`config.mk`:
```
export PLATFORM = sky130hd
export DESIGN_NAME = id_ex_pipe_reg
export DESIGN_NICKNAME = d
export VERILOG_FILES = /design/src/rtl/id_ex_pipe_reg.sv
export SDC_FILE = /design/constraint.sdc
export NUM_CORES = 1
export LEC_CHECK = 0
export CAP_MARGIN = 20
export CORE_MARGIN = 2
export CORE_UTILIZATION = 35
export DETAILED_ROUTE_END_ITERATION = 16
export SETUP_SLACK_MARGIN = 0.15
export SKIP_CTS_REPAIR_TIMING = 1
export SYNTH_ARGS = -nofsm -noshare
export SYNTH_HDL_FRONTEND = slang
export SYNTH_SLANG_ARGS = --single-unit
```
`constraint.sdc`:
```
create_clock -name clk -period 1.95 [get_ports clk]
set_input_delay 0.2925 -clock clk [delete_from_list [all_inputs] [get_ports clk]]
set_output_delay 0.2925 -clock clk [all_outputs]
set_load 0.1 [all_outputs]
```
`src/rtl/id_ex_pipe_reg.sv`:
```
// ID/EX pipeline register: valid/ready handshake, two-entry skid buffer, synchronous flush.
// Optional stall counter output enabled by defining ID_EX_STALL_CNT_EN.
module id_ex_pipe_reg #(
  parameter int unsigned DATA_W     = 32,
  parameter int unsigned REG_ADDR_W = 5,
  parameter int unsigned CTRL_W     = 8
) (
  input  logic                  clk,
  input  logic                  rst,
  input  logic                  in_valid,
  output logic                  in_ready,
  input  logic [DATA_W-1:0]     data_1_in,
  input  logic [DATA_W-1:0]     data_2_in,
  input  logic [DATA_W-1:0]     imm_in,
  input  logic [REG_ADDR_W-1:0] rd_in,
  input  logic [CTRL_W-1:0]     ctrl_in,
  input  logic                  flush,
  output logic                  out_valid,
  input  logic                  out_ready,
  output logic [DATA_W-1:0]     data_1_out,
  output logic [DATA_W-1:0]     data_2_out,
  output logic [DATA_W-1:0]     imm_out,
  output logic [REG_ADDR_W-1:0] rd_out,
  output logic [CTRL_W-1:0]     ctrl_out
`ifdef ID_EX_STALL_CNT_EN
  ,
  output logic [15:0]           stall_cnt
`endif
);

  localparam int unsigned STALL_W = 16;

  typedef struct packed {
    logic [CTRL_W-1:0]     ctrl;
    logic [REG_ADDR_W-1:0] rd;
    logic [DATA_W-1:0]     imm;
    logic [DATA_W-1:0]     data_2;
    logic [DATA_W-1:0]     data_1;
  } beat_t;

  typedef enum logic [1:0] {
    EMPTY = 2'd0,
    ONE   = 2'd1,
    TWO   = 2'd2
  } state_t;

  state_t state_q, state_d;
  beat_t  main_q, main_d;
  beat_t  skid_q, skid_d;
  beat_t  in_beat;
  logic   in_ready_d;
  logic   out_valid_d;
  logic   accept;
  logic   issue;

  assign in_beat = '{ctrl: ctrl_in, rd: rd_in, imm: imm_in, data_2: data_2_in, data_1: data_1_in};
  assign accept  = in_valid & in_ready;
  assign issue   = out_valid & out_ready;

  // State register and payload storage
  always_ff @(posedge clk or negedge rst) begin
    if (!rst) begin
      state_q   <= EMPTY;
      main_q    <= '0;
      skid_q    <= '0;
      in_ready  <= 1'b1;
      out_valid <= 1'b0;
    end else begin
      state_q   <= state_d;
      main_q    <= main_d;
      skid_q    <= skid_d;
      in_ready  <= in_ready_d;
      out_valid <= out_valid_d;
    end
  end

  // Occupancy next-state and payload steering; flush overrides everything
  always_comb begin
    state_d = state_q;
    main_d  = main_q;
    skid_d  = skid_q;
    unique case (state_q)
      EMPTY: begin
        if (accept) begin
          main_d  = in_beat;
          state_d = ONE;
        end
      end
      ONE: begin
        if (accept && !issue) begin
          skid_d  = in_beat;
          state_d = TWO;
        end else if (accept && issue) begin
          main_d  = in_beat;
        end else if (issue) begin
          state_d = EMPTY;
        end
      end
      TWO: begin
        if (issue) begin
          main_d  = skid_q;
          state_d = ONE;
        end
      end
      default: state_d = EMPTY;
    endcase
    if (flush) begin
      state_d = EMPTY;
      main_d  = '0;
      skid_d  = '0;
    end
    in_ready_d  = (state_d != TWO);
    out_valid_d = (state_d != EMPTY);
  end

  assign data_1_out = main_q.data_1;
  assign data_2_out = main_q.data_2;
  assign imm_out    = main_q.imm;
  assign rd_out     = main_q.rd;
  assign ctrl_out   = main_q.ctrl;

`ifdef ID_EX_STALL_CNT_EN
  // Saturating count of cycles where execute holds off a valid beat
  always_ff @(posedge clk or negedge rst) begin
    if (!rst) begin
      stall_cnt <= '0;
    end else if (out_valid && !out_ready && (stall_cnt != {STALL_W{1'b1}})) begin
      stall_cnt <= stall_cnt + STALL_W'(1);
    end
  end
`else
  // Stall counter not present in this build.
`endif

endmodule

```
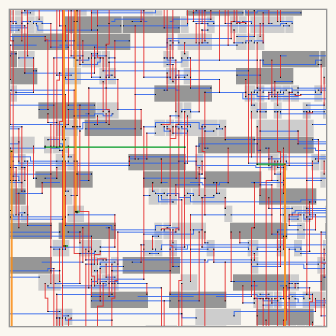
(a small window of the routed layout)
Region (106, 106) to (156, 156) µm. Cells in grey, sequential cells in the stronger grey; small squares are vias.
| layer | colour |
|---|---|
| metal 3 | green |
| metal 1 | blue |
| metal 2 | red |
| metal 4 | orange |
netlist names of flops here include: skid_q (18), ctrl_out (3), imm_out (2)
most frequent: nand2_1 (68), dfrtp_1 (25), a21oi_1 (15)
cells with their middle in the window: 132
sequential cells in the window: 25

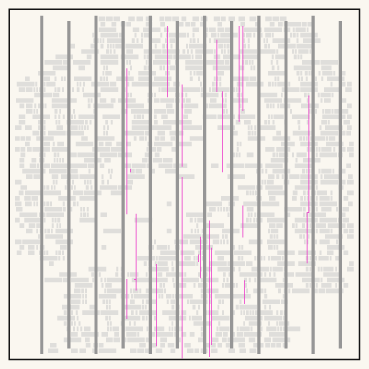
(metal 4)
Drawn at 2 px/µm. Supply wires on this layer in grey. Cells faint in the background.
nets with wire on the layer: 12
main direction: vertical
share of all routed wire: 2.5%
Vias: 8703
final wirelength: 29700 µm

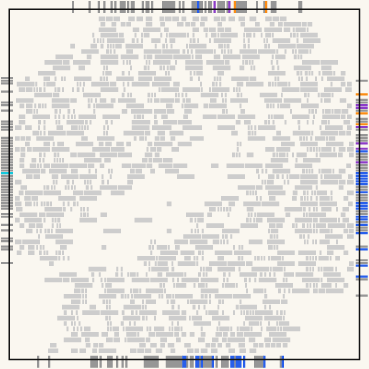
(ports around the boundary)
Drawn at 2 px/µm. Pins as bars across the die edge, other pins in grey.
| port | colour | pins | direction | edge |
|---|---|---|---|---|
| ctrl_in | purple | 8 | input | 6 right, 2 top |
| rd_out | orange | 5 | output | 3 right, 2 top |
| out_ready | cyan | 1 | input | left |
| data_1_in | blue | 32 | input | 17 right, 14 bottom, 1 top |
all pins by edge: 65 bottom, 57 right, 56 top, 47 left
Die H: 174 µm
Port-buffer cells: 224
die width: 174 µm

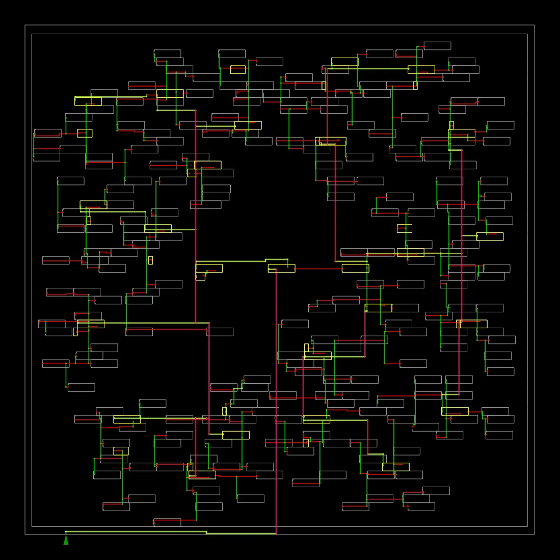
(clock nets)
registers: 222
Late-Pin Clk Latency: 0.52 ns
Clk. pwr: 4.34 mW
Final Skew: 0.0173 ns

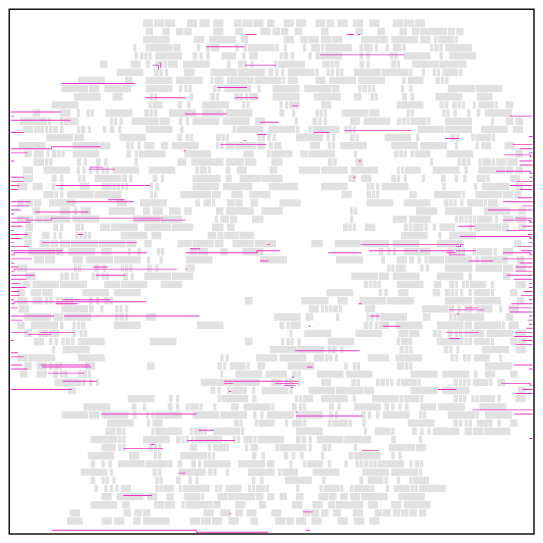
(signal wires on met3)
Drawn at 3 px/µm. Cells faint in the background.
nets with wire on the layer: 150
main direction: horizontal
wire length on this layer: 1670 µm
share of all routed wire: 5.6%
GR Util met3: 0.0337

==> summary.txt <==
Slowest cell on crit path = dfstp_4
Hold Path Cell Cnt = 3
Post-layout util = 0.476
Core box area = 0.0286 mm²
Vias in the first global route = 8190
Largest net degree at the start of global routing = 142
Critical Path Source Type = flop
Max Cap Viol = 0
Worst-path fanout max = 20
Yosys aoi share = 0.185
Total chip power = 14.4 mW
Worst Tran Pin Value = 0.788 ns
Cell Type Count = 30
Worst EP arrival = 2.17 ns
Comb pwr share = 0.332
GRT Util Overall = 0.185
Top cell family by delay on the critical path = flip-flops
Synth warn = 0
Synthesized net count = 1222
Worst Reg-to-Reg Cells = 6
Min-Delay Endpoint = skid_q[64]
GR Util met1 = 0.260
Final setup violation count = 0
Status = complete, no violations
First-pass GRT wire length = 45700 µm
# rows = 62
Gate Area = 0.00414 mm²
Final Hold Fails = 0
FF/Latch Area = 0.00557 mm²
Largest stage delay on the critical path = 0.67 ns
Sw Share = 0.389
Synthesized cell area = 0.0102 mm²
CTS tree = done
Routing usage on met2 = 0.293
CP Launch Point = in_ready
Synth Area in XOR/XNOR = 0
Non-filler cells, final = 1712
Yosys top cell by area = dfrtp_1
Antenna-violating nets left = 0
Post-synthesis chip area from yosys = 0.0102 mm²
Most common cell in the netlist = nand2_1
GR peak layer = met2
First-pass iteration count of the detailed router = 5
Average cell area after synthesis = 9.18 µm²
Top Consumer = sequential cells
Biggest area cells = dfrtp_1, nand2_1, a311oi_2
Top cells excl fill/tap = nand2_1, dfrtp_1, buf_4
Total power divided by cell area = 1060 mW/mm²
DR vias/cell = 5.08
## worst register-to-register path, stage by stage (launching register included)
cell and delay (ns):
dfstp_4 0.67, and3b_2 0.24, and3_4 0.23, buf_12 0.13, clkbuf_16 0.20, nand2_1 0.08, a21oi_1 0.12
## cell type report
class / count / area share
sequential: 222 / 0.408
tap: 384 / 0.0352
clock inverter: 4 / 0.00202
inverter: 1 / 0.000275
timing repair buffer: 274 / 0.199
multi-input combinational: 788 / 0.303
clock buffer: 39 / 0.0527
## layer usage
metal	up-vias	wire, µm
met5	-	14
met4	2	747
met3	46	1670
met2	264	13900
met1	4251	13400
li1	4140	-
No activity file was given, so power comes from the tool's default toggle rates.
